<file path="src/rtl/serial_deser_if.sv">
// Bit-serial input / word-parallel output bundle for serial_deser.
// master drives bits and accepts words; slave is the deserializer.
interface serial_deser_if #(
  parameter int WIDTH = 8
);
  logic             d;
  logic             d_en;
  logic [WIDTH-1:0] q;
  logic             q_valid;
  logic             q_ready;
  logic             overrun;
  logic             busy;

  modport master (
    output d, d_en, q_ready,
    input  q, q_valid, overrun, busy
  );

  modport slave (
    input  d, d_en, q_ready,
    output q, q_valid, overrun, busy
  );
endinterface

</file>
<file path="src/rtl/serial_deser.sv">
// MSB-first serial-to-parallel converter with a one-word output buffer
// and a sticky overrun flag for words dropped under backpressure.
module serial_deser #(
  parameter int WIDTH = 8
) (
  input  logic          clk,
  input  logic          reset,
  serial_deser_if.slave bus
);
  localparam int CW = (WIDTH > 2) ? $clog2(WIDTH) : 1;
  localparam logic [CW-1:0] LAST = CW'(WIDTH - 1);

  typedef enum logic {IDLE, SHIFT} state_t;

  state_t           state_reg, state_next;
  logic [CW-1:0]    count_reg, count_next;
  logic [WIDTH-1:0] shreg_reg, shreg_next;
  logic [WIDTH-1:0] q_reg, q_next;
  logic             q_valid_reg, q_valid_next;
  logic             overrun_reg, overrun_next;
  logic             complete;

  always_comb begin
    state_next   = state_reg;
    count_next   = count_reg;
    shreg_next   = shreg_reg;
    q_next       = q_reg;
    q_valid_next = q_valid_reg;
    overrun_next = overrun_reg;
    complete     = 1'b0;

    case (state_reg)
      IDLE: begin
        if (bus.d_en) begin
          state_next = SHIFT;
          count_next = CW'(1);
          shreg_next = {{(WIDTH-1){1'b0}}, bus.d};
        end
      end
      SHIFT: begin
        if (bus.d_en) begin
          shreg_next = {shreg_reg[WIDTH-2:0], bus.d};
          if (count_reg == LAST) begin
            complete   = 1'b1;
            state_next = IDLE;
            count_next = '0;
          end else begin
            count_next = count_reg + CW'(1);
          end
        end
      end
      default: state_next = IDLE;
    endcase

    if (q_valid_reg && bus.q_ready)
      q_valid_next = 1'b0;

    // A completed word replaces the buffer only if it is empty or being drained now.
    if (complete) begin
      if (!q_valid_reg || bus.q_ready) begin
        q_next       = shreg_next;
        q_valid_next = 1'b1;
      end else begin
        overrun_next = 1'b1;
      end
    end
  end

  always_ff @(posedge clk) begin
    if (!reset) begin
      state_reg   <= IDLE;
      count_reg   <= '0;
      shreg_reg   <= '0;
      q_reg       <= '0;
      q_valid_reg <= 1'b0;
      overrun_reg <= 1'b0;
    end else begin
      state_reg   <= state_next;
      count_reg   <= count_next;
      shreg_reg   <= shreg_next;
      q_reg       <= q_next;
      q_valid_reg <= q_valid_next;
      overrun_reg <= overrun_next;
    end
  end

  assign bus.q       = q_reg;
  assign bus.q_valid = q_valid_reg;
  assign bus.overrun = overrun_reg;
  assign bus.busy    = (state_reg == SHIFT);
endmodule

</file>
<file path="src/flat_wrapper.sv">
// flat-port wrapper written by rule: the top's interface ports become plain ports
module serial_deser_flat 
#(
  parameter int WIDTH = 8
)
  (clk, reset, bus_d, bus_d_en, bus_q_ready, bus_q, bus_q_valid, bus_overrun, bus_busy);
  serial_deser_if #(.WIDTH(WIDTH)) bus_i ();
  input  logic clk;
  input  logic reset;
  input wire logic [$bits(bus_i.d)-1:0] bus_d;
  input wire logic [$bits(bus_i.d_en)-1:0] bus_d_en;
  input wire logic [$bits(bus_i.q_ready)-1:0] bus_q_ready;
  output wire logic [$bits(bus_i.q)-1:0] bus_q;
  output wire logic [$bits(bus_i.q_valid)-1:0] bus_q_valid;
  output wire logic [$bits(bus_i.overrun)-1:0] bus_overrun;
  output wire logic [$bits(bus_i.busy)-1:0] bus_busy;
  assign bus_i.d = bus_d;
  assign bus_i.d_en = bus_d_en;
  assign bus_i.q_ready = bus_q_ready;
  assign bus_q = bus_i.q;
  assign bus_q_valid = bus_i.q_valid;
  assign bus_overrun = bus_i.overrun;
  assign bus_busy = bus_i.busy;
  serial_deser #(.WIDTH(WIDTH)) u_core (.clk(clk), .reset(reset), .bus(bus_i));
endmodule
</file>
<file path="config.mk">
export PLATFORM = sky130hd
export DESIGN_NAME = serial_deser_flat
export DESIGN_NICKNAME = d
export VERILOG_FILES = /design/src/rtl/serial_deser_if.sv /design/src/rtl/serial_deser.sv /design/src/flat_wrapper.sv
export SDC_FILE = /design/constraint.sdc
export NUM_CORES = 1
export LEC_CHECK = 0
export CAP_MARGIN = 20
export CELL_PAD_IN_SITES_DETAIL_PLACEMENT = 0
export CELL_PAD_IN_SITES_GLOBAL_PLACEMENT = 1
export CORE_ASPECT_RATIO = 1.5
export CORE_UTILIZATION = 38
export CTS_CLUSTER_SIZE = 40
export DETAILED_ROUTE_END_ITERATION = 10
export PLACE_DENSITY = 0.84
export SKIP_LAST_GASP = 1
export SYNTH_ARGS = -nofsm -noshare
export SYNTH_HDL_FRONTEND = slang
export SYNTH_SLANG_ARGS = --single-unit
</file>
<file path="constraint.sdc">
create_clock -name clk -period 1.9 [get_ports clk]
set_input_delay 0.19 -clock clk [delete_from_list [all_inputs] [get_ports clk]]
set_output_delay 0.19 -clock clk [all_outputs]
set_load 0.02 [all_outputs]
</file>
==> results.py, run 1 <==
# Flow results
metrics = {
    "sta": {
        "fmax_mhz": 648,
        "relSlewSlack": 0.857,
        "finalClockPeriodUsage": 0.813,
        "rsz0062_at_grt": "no",
        "setup_tns_ns": 0,
        "fin_crit_ns": 1.54,
        "worstMarginPinSlew_ns": 0.214,
        "fin_skew_ns": 0.00339,
    },
    "yosys": {
        "ys_warn_count": 0,
        "yosysCellCount": 89,
        "async_reset_ff_frac": 0,
        "yosys.cell_count.top_type": "dfxtp_1",
        "syn-num-nets": 96,
        "ys_sh_xor": 0,
        "netlist_area_um2": 877,
        "topCombFamilyByArea": "simple AND/OR/NAND/NOR gates",
        "edf_count": 0,
        "synth.cellmix.compoundShare": 0.0970,
        "synthMuxAreaShare": 0.108,
        "synth_seq_share": 0.479,
        "synth_cell_types": 26,
        "numSynthFlops": 21,
        "ys_chip_area_um2": 877,
    },
    "finish": {
        "clkCellAreaFrac": 0.0246,
        "fin_nets": 113,
        "n_all_buffers": 18,
        "area_growth_pct": 21.7,
        "logic_gates": 62,
        "nonClkBufAreaFrac": 0.162,
        "comb_area_um2": 419,
        "largest_register_ffs": 8,
        "num-nonclk-inverters": 0,
        "seq_area_frac": 0.394,
        "comb-cell-share": 0.393,
    },
    "clocking": {
        "htree_levels": 1,
        "clock-root-buffer": "clkbuf_4",
        "cts_hold_repair.buffers": 0,
        "clock-sinks": 21,
        "tritoncts": "built",
        "cts_setup_buffers": 0,
        "cts_resized": 0,
    },
    "worst_setup_path": {
        "cp.arrival_ns": 1.35,
        "critPathSlowestCell": "clkdlybuf4s50_1",
        "worst_setup_path_end_kind": "output port",
        "rr_worst_depth": 6,
        "path_cells": "clkdlybuf4s50_1",
        "worstReg2RegEnd": "u_core.bus.q[6]",
        "r2r-start": "u_core.count_reg[0]",
        "cp-startpoint": "u_core.bus.busy",
        "slowest_delay_ns": 0.64,
        "critical_path_cell_count": 1,
        "crit_fanout": 5,
    },
    "power": {
        "p_clk_frac": 0.293,
        "p_leak_nw": 0.383,
        "power_density_mw_per_mm2": 656,
        "switchingPower_mw": 0.150,
        "top_power_group": "sequential cells",
        "total_power_mw": 0.700,
        "switching_share": 0.214,
    },
    "route": {
        "via_per_inst": 4.93,
        "drc_errors": 0,
        "drt_iter0_drc": 14,
        "ant_nets": 0,
    },
    "floorplanning": {
        "taps": 23,
        "dieArea_mm2": 0.00251,
        "pin_count": 16,
    },
    "global_routing": {
        "grt_max_degree": 25,
        "first_global_vias": 585,
    },
    "run_status": {
        "status": "completed",
    },
    "place": {
        "hpwl_um": 1060,
    },
    "worst_hold_path": {
        "hold_path_end": "u_core.bus.q[7]",
        "hp-class": "reg -> reg",
        "worstHoldPathCells": 2,
    },
    "run": {
        "warnings": 26,
        "cap_violations": 0,
    },
}
-- run 1: cell usage in the layout (no fill, tap or decap) --
cell type        netlist  final
nand2_1               14     14
and2_1                 1      1
dfxtp_1               21     21
nand3b_1               1      1
nand2b_1               2      2
clkbuf_1               1      1
o21a_1                 1      1
and2_2                 1      1
ha_1                   2      2
nor2b_1               11     11
nor2b_2                1      1
mux2i_1                8      8
nand3_1                1      1
nand3_2                1      1
a21oi_1                7      7
a21boi_0               3      3
clkdlybuf4s50_1        0     15
buf_4                  1      3
clkbuf_4               0      3
o211a_1                1      1
mux2_4                 1      1
nor2_1                 1      1
and2b_2                2      2
nand2b_4               1      1
o21ai_0                2      2
-- run 1: metal layers --
| metal | global-route usage | wire length, µm |
|---|---|---|
| met1 | 0.194 | 695 |
| met2 | 0.234 | 707 |
| met3 | 0.0220 | 28 |
| met4 | 0.0829 | 37 |
| met5 | 0 | 0 |
-- run 1: kinds of logic after synthesis --
| group | after synthesis |
|---|---|
| AND-OR/OR-AND | 14 |
| adder cells (fa/ha/maj) | 2 |
| buffers and inverters | 6 |
| flip-flops | 21 |
| multiplexers | 9 |
| AND/OR/NAND/NOR | 37 |
-- run 1: metrics by stage --
step / hold WS [ns] / instances / utilization / cell area (µm²) / setup slack [ns]
finish: 0.464 / 128 / 0.484 / 1070 / 0.356
global route: 0.482 / 128 / 0.484 / 1070 / 0.253
CTS: 0.470 / 128 / 0.484 / 1070 / 0.315
detailed placement: 0.446 / 124 / 0.472 / 1040 / 0.372
global placement: 0.441 / 124 / 0.472 / 1040 / 0.410
floorplan: 0.386 / 89 / - / 877 / 0.463
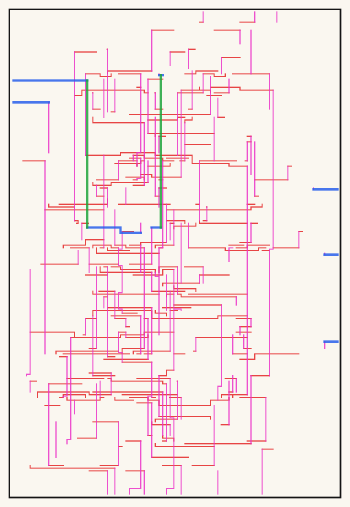
Figure 1: run 1, wiring by layer.
Drawn at 8 px/µm.
- metal 2: magenta (wire length 708 µm)
- metal 4: green (wire length 37.4 µm)
- metal 3: blue (wire length 28.5 µm)
- metal 1: red (wire length 696 µm)
routed via count: 631
DR WL/cell: 11.5 µm
GRT Total Usage: 0.151
WL final: 1470 µm

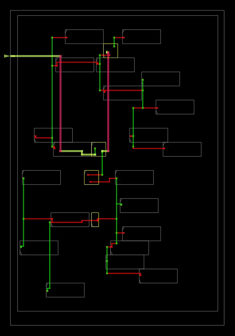
Figure 2: run 1, the clock network.
P_clk: 0.205 mW
clk_lat worst skew: 0.29 ns
final-layout clock buffer total: 4
flip-flops: 21
total clock buffers created by CTS: 3

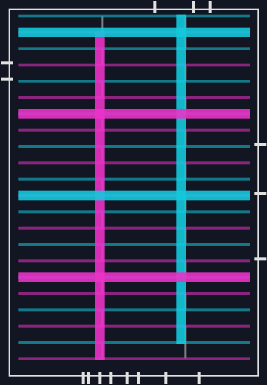
Figure 3: run 1, PDN straps and rails.
Drawn at 6 px/µm. Pins as bars on the die edge. Tap cells in gray.
- VSS: magenta
- VDD: cyan
- tap cells: 23
- met1 rails: 22
- met4 straps: 2
Std-Cell Core Area: 0.00221 mm²
die width: 41.2 µm
die extent in y: 60.8 µm

--- run 2 (diff from run 1) ---
--- a/config.mk
+++ b/config.mk
@@ -9,10 +9,10 @@
 export CELL_PAD_IN_SITES_DETAIL_PLACEMENT = 0
 export CELL_PAD_IN_SITES_GLOBAL_PLACEMENT = 1
 export CORE_ASPECT_RATIO = 1.5
-export CORE_UTILIZATION = 38
+export CORE_UTILIZATION = 34
 export CTS_CLUSTER_SIZE = 40
 export DETAILED_ROUTE_END_ITERATION = 10
-export PLACE_DENSITY = 0.84
+export PLACE_DENSITY = 0.8
 export SKIP_LAST_GASP = 1
 export SYNTH_ARGS = -nofsm -noshare
 export SYNTH_HDL_FRONTEND = slang
==> constraint.sdc (replaced) <==
create_clock -name clk -period 1.3 [get_ports clk]
set_input_delay 0.13 -clock clk [delete_from_list [all_inputs] [get_ports clk]]
set_output_delay 0.13 -clock clk [all_outputs]
set_load 0.02 [all_outputs]
==> results.py, run 2 <==
# Flow results
metrics = {
    "worst_setup_path": {
        "path_cells": "ha_4, ha_4, nand3_4, nor2b_4, mux2_4",
        "cp.arrival_ns": 1.48,
        "slowest_delay_ns": 0.37,
        "critPathSlowestCell": "dfxtp_2",
        "crit_fanout": 2,
        "worst_setup_path_end_kind": "register",
        "rr_worst_depth": 5,
    },
    "finish": {
        "finalNonFillerCells": 136,
        "final_common_cell": "dfxtp_1",
        "fin_nets": 120,
        "comb_area_um2": 457,
        "utilization": 0.470,
        "mostFrequentLayoutCells": "dfxtp_1 (19), nand2_1 (14), nor2b_1 (11), dlygate4sd2_1 (11), buf_4 (9)",
    },
    "clocking": {
        "clkLatencyLatePin_ns": 0.29,
        "cts_made_buffers": 3,
        "clock-root-buffer": "clkbuf_4",
        "cts_resized": 14,
        "cts_hold_repair.buffers": 0,
        "htree_levels": 1,
    },
    "sta": {
        "finalClockPeriodUsage": 0.984,
        "relSlewSlack": 0.852,
        "setup_tns_ns": 0,
    },
    "route": {
        "wl_per_cell_um": 10.9,
        "drt_wl_total_um": 1490,
        "ant_nets": 0,
        "via_per_inst": 4.75,
        "drt_iter0_drc": 8,
    },
    "power": {
        "total_power_mw": 1.04,
        "power_density_mw_per_mm2": 907,
        "p_leak_nw": 0.472,
    },
    "yosys": {
        "edf_count": 0,
        "synth.cellmix.compoundShare": 0.0970,
        "async_reset_ff_frac": 0,
        "ys_warn_count": 0,
        "yosys.cell_count.top_type": "dfxtp_1",
        "netlist_area_um2": 877,
        "ys_chip_area_um2": 877,
    },
    "global_routing": {
        "grt.met2_usage": 0.205,
        "busiest_layer": "met2",
        "gr-usage-met1": 0.156,
        "grt_usage": 0.128,
        "grt_use_met3": 0.0254,
    },
    "floorplanning": {
        "pin_count": 16,
    },
    "place": {
        "hpwl_um": 1060,
    },
    "run_status": {
        "status": "completed",
    },
}
-- run 2: cell counts after synthesis --
Identical to the previous run, type by type.
-- run 2: cell families (layout without fill, tap and decap cells) --
| logic type | after synthesis | in the layout |
|---|---|---|
| AND-OR/OR-AND | 14 | 14 |
| AND/OR/NAND/NOR | 37 | 37 |
| adder cells (fa/ha/maj) | 2 | 2 |
| multiplexers | 9 | 9 |
| buffers and inverters | 6 | 29 |
| flip-flops | 21 | 21 |
-- run 2: worst max-delay path: cells and delay by family, from the launching register on --
kind                       cells  cell delay (ns)
and+or+nand+nor                2             0.22
muxes                          1             0.30
adders and majority gates      2             0.28
DFF                            1             0.37
-- run 2: area by class of cell --
cell class                      count  area share
Multi-Input combinational cell     62       0.397
Sequential cell                    21       0.367
Timing Repair Buffer               25       0.187
Tap cell                           24      0.0261
Clock buffer                        4      0.0228
-- run 2: layer usage --
| layer | wire length, µm | share of wire | up-vias |
|---|---|---|---|
| li1 | - | - | 338 |
| met1 | 683 | 0.46 | 301 |
| met2 | 759 | 0.51 | 5 |
| met3 | 27 | 0.018 | 2 |
| met4 | 17 | 0.011 | 0 |
| met5 | 0 | 0 | - |
-- run 2: metrics by stage --
| step | worst slack (ns) | hold WS [ns] | area (µm²) |
|---|---|---|---|
| final | 0.0205 | 0.458 | 1150 |
| after global routing | -0.0803 | 0.470 | 1150 |
| after CTS | 0.00389 | 0.456 | 1150 |
| after detailed placement | -0.112 | 0.446 | 1110 |
| after global placement | -0.104 | 0.441 | 1110 |
| after floorplan | -0.0730 | 0.326 | 905 |
-- run 2: where the power goes --
group / leakage (nW) / internal [mW] / switching, mW
combinational: 0.286 / 0.0424 / 0.0355
sequential: 0.171 / 0.652 / 0.00845
clock: 0.0150 / 0.119 / 0.186
total: 0.472 / 0.814 / 0.230
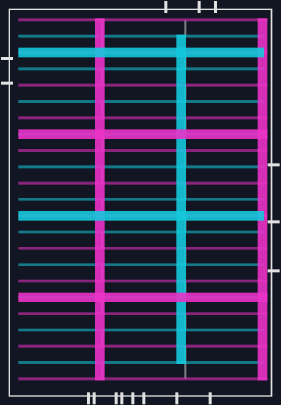
Figure 4: run 2, PDN straps and rails.
Drawn at 6 px/µm. Pins as bars on the die edge. Tap cells in gray.
- VSS: magenta
- VDD: cyan
- met5 straps: 4
- met1 rails: 23
- tap cells: 24
Std-Cell Core Area: 0.00245 mm²
Max VDD drop: 0.000528 V
die extent in y: 64.2 µm
die width: 43.5 µm

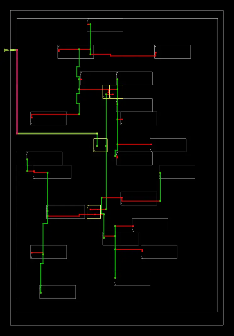
Figure 5: run 2, the clock network.
clk sinks: 21
Final Skew: 0.000740 ns

--- run 3 (diff from run 2) ---
==> constraint.sdc (replaced) <==
create_clock -name clk -period 1.1 [get_ports clk]
set_input_delay 0.11 -clock clk [delete_from_list [all_inputs] [get_ports clk]]
set_output_delay 0.11 -clock clk [all_outputs]
set_load 0.02 [all_outputs]
==> results.py, run 3 <==
# Flow results
metrics = {
    "run_status": {
        "status": "complete, but fails checks",
        "violations": "negative setup slack",
    },
    "floorplanning": {
        "dieArea_mm2": 0.00279,
        "die_h_um": 64.2,
        "pin_count": 16,
        "fp-row-count": 22,
        "coreArea_mm2": 0.00245,
        "die_w_um": 43.5,
    },
    "finish": {
        "fillers": 237,
        "final_common_cell": "dfxtp_1",
        "mostFrequentLayoutCells": "dfxtp_1 (17), nand2_1 (14), buf_4 (12), nor2b_1 (11), mux2i_1 (8)",
        "utilization": 0.483,
        "finalNonFillerCells": 140,
        "area_growth_pct": 35.0,
        "largest_register_ffs": 8,
        "fin_nets": 124,
        "design_area_mm2": 0.00118,
    },
    "power": {
        "power_density_mw_per_mm2": 1050,
        "peakVddDrop_v": 0.000786,
        "p_leak_nw": 0.459,
    },
    "worst_setup_path": {
        "crit_fanout": 2,
        "cp.arrival_ns": 1.45,
        "startpoint_type": "register",
        "cp-startpoint": "u_core.count_reg[1]",
        "cp_top_family": "flip-flops",
        "crit_type": "reg -> reg",
        "critPathSlowestCell": "dfxtp_2",
        "slowest_delay_ns": 0.37,
        "r2r-start": "u_core.count_reg[1]",
        "worst_setup_path_end_kind": "register",
        "worst-path-buf-inv": 0,
    },
    "yosys": {
        "synthMuxAreaShare": 0.108,
        "yosysCellCount": 89,
        "syn_inst": 89,
        "edf_count": 0,
        "top_area_cell": "dfxtp_1",
        "synth.cellmix.compoundShare": 0.0970,
        "fa_ha_area_frac": 0.0285,
        "ys_warn_count": 0,
        "syn-num-nets": 96,
        "topCombFamilyByArea": "simple AND/OR/NAND/NOR gates",
        "numSynthFlops": 21,
        "synth_cell_types": 26,
        "ys_sh_xor": 0,
        "yosys.cell_count.top_type": "dfxtp_1",
        "ys_chip_area_um2": 877,
        "netlist_area_um2": 877,
    },
    "clocking": {
        "clock-root-buffer": "clkbuf_4",
        "cts_hold_repair.buffers": 0,
        "tritoncts": "built",
        "cts_setup_buffers": 3,
        "cts_made_buffers": 3,
        "htree_levels": 1,
        "clkLatencyLatePin_ns": 0.29,
        "clock-sinks": 21,
        "cts_resized": 22,
    },
    "route": {
        "wl_per_cell_um": 11.2,
        "drt_wl_total_um": 1560,
        "drc_errors": 0,
        "via_per_inst": 4.91,
        "drt_iter0_drc": 22,
        "vias": 688,
        "firstDrtPassIters": 4,
        "ant_nets": 0,
    },
    "sta": {
        "fin_skew_ns": 0.000975,
        "setup_viol": 12,
        "fin_ws_ns": -0.156,
        "fmax_mhz": 796,
        "worstMarginPinSlew_ns": 0.213,
        "rsz0062_at_grt": "yes",
        "holdWs_ns": 0.463,
        "fin_crit_ns": 1.26,
        "finalClockPeriodUsage": 1.14,
        "relSlewSlack": 0.857,
    },
    "place": {
        "postPlaceCellArea_mm2": 0.00113,
        "numPlacedInstances": 133,
    },
    "run": {
        "warnings": 29,
        "cap_violations": 0,
    },
    "global_routing": {
        "grt_usage": 0.133,
        "grt_max_degree": 25,
        "first_global_vias": 666,
    },
    "worst_hold_path": {
        "hp-class": "reg -> reg",
    },
}
-- run 3: logic make-up (layout without fill, tap and decap cells) --
| family | Yosys count | count (layout) |
|---|---|---|
| buffers and inverters | 6 | 33 |
| AND/OR/NAND/NOR | 37 | 37 |
| multiplexers | 9 | 9 |
| adder cells (fa/ha/maj) | 2 | 2 |
| flip-flops | 21 | 21 |
| AND-OR/OR-AND | 14 | 14 |
-- run 3: final timing paths --
| path | end | cells past startpoint | slack, ns |
|---|---|---|---|
| setup / recovery | u_core.bus.q[0] | 5 | -0.16 |
| hold / removal | u_core.bus.q[2] | 2 | 0.46 |
| setup reg to reg | u_core.bus.q[0] | 5 | -0.16 |
| hold reg to reg | u_core.bus.q[2] | 2 | 0.46 |
-- run 3: stage by stage --
step / TNS, ns / setup slack [ns] / total power [mW]
after floorplan: -0.926 / -0.273 / 0.845
after global placement: -4.41 / -0.283 / 0.891
after detailed placement: -4.77 / -0.294 / 0.893
after CTS: -1.93 / -0.179 / 1.26
after global routing: -2.53 / -0.250 / 1.31
final: -1.62 / -0.156 / 1.24
-- run 3: area by class of cell --
cell class / instances / area (µm²) / share of cell area
repair buffers: 29 / 229 / 0.193
well taps: 24 / 30.0 / 0.0254
clock buffers: 3 / 22.5 / 0.0190
clock inverters: 1 / 5.00 / 0.00423
multi-input cells: 62 / 472 / 0.399
flip-flops and latches: 21 / 425 / 0.359
-- run 3: routing by layer --
metal  track usage  share of wire
met1         0.141           0.43
met5             0              0
met4        0.0703          0.014
met2         0.242           0.53
met3        0.0169          0.026
-- run 3: power by group --
| part | switching [mW] | internal, mW | total [mW] |
|---|---|---|---|
| logic | 0.0456 | 0.0570 | 0.103 |
| registers | 0.00997 | 0.771 | 0.781 |
| clock network | 0.219 | 0.135 | 0.354 |
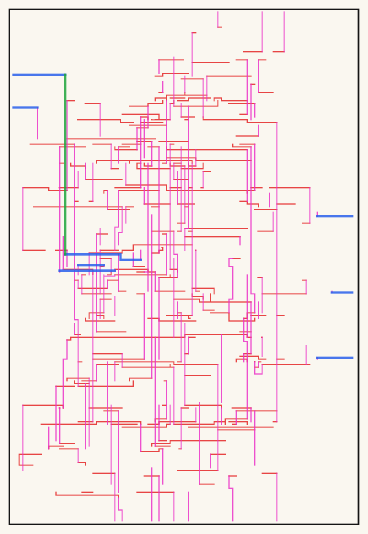
Figure 6: run 3, wiring by layer.
Drawn at 8 px/µm.
- metal 3: blue (wire length 40.9 µm)
- metal 2: magenta (wire length 825 µm)
- metal 1: red (wire length 675 µm)
- metal 4: green (wire length 22.4 µm)

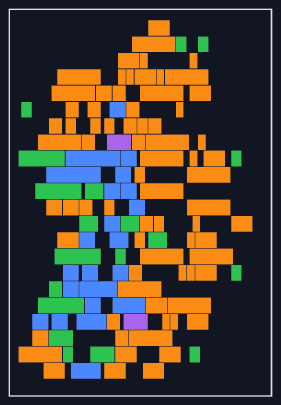
Figure 7: run 3, cells by drive strength.
Drawn at 6 px/µm.
- _2 cells: green (cells 19; most used clkbuf_2)
- _3 and _4 cells: blue (cells 22; most used buf_4)
- _0 and _1 cells: orange (cells 73; most used dfxtp_1)
- _6 and larger: purple (cells 2; most used buf_6)


==> screenshots <==
Register map, names as in the netlist.
Drawn at 8 px/µm. Other sequential cells in the stronger gray, the rest of the logic in the fainter gray.
Plate I
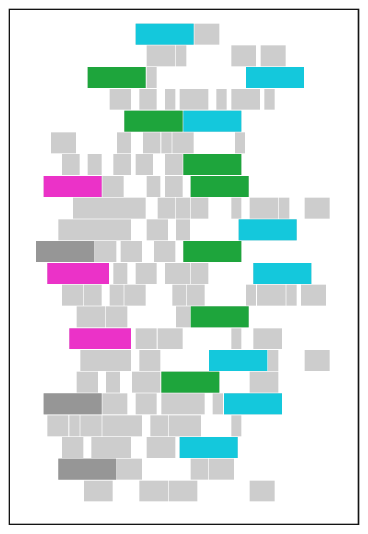
Plate II
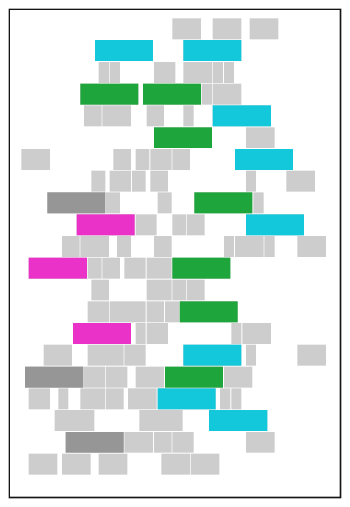
Plate I is run 2.
Plate II is run 1.

Key to Plate II:
- u_core.bus.q: cyan (placed flops 8)
- u_core.count_reg: magenta (placed flops 3)
- u_core.shreg_reg: green (placed flops 7)
- not colored: 3

Power figures rest on the tool's default switching activity, not on a simulated workload.
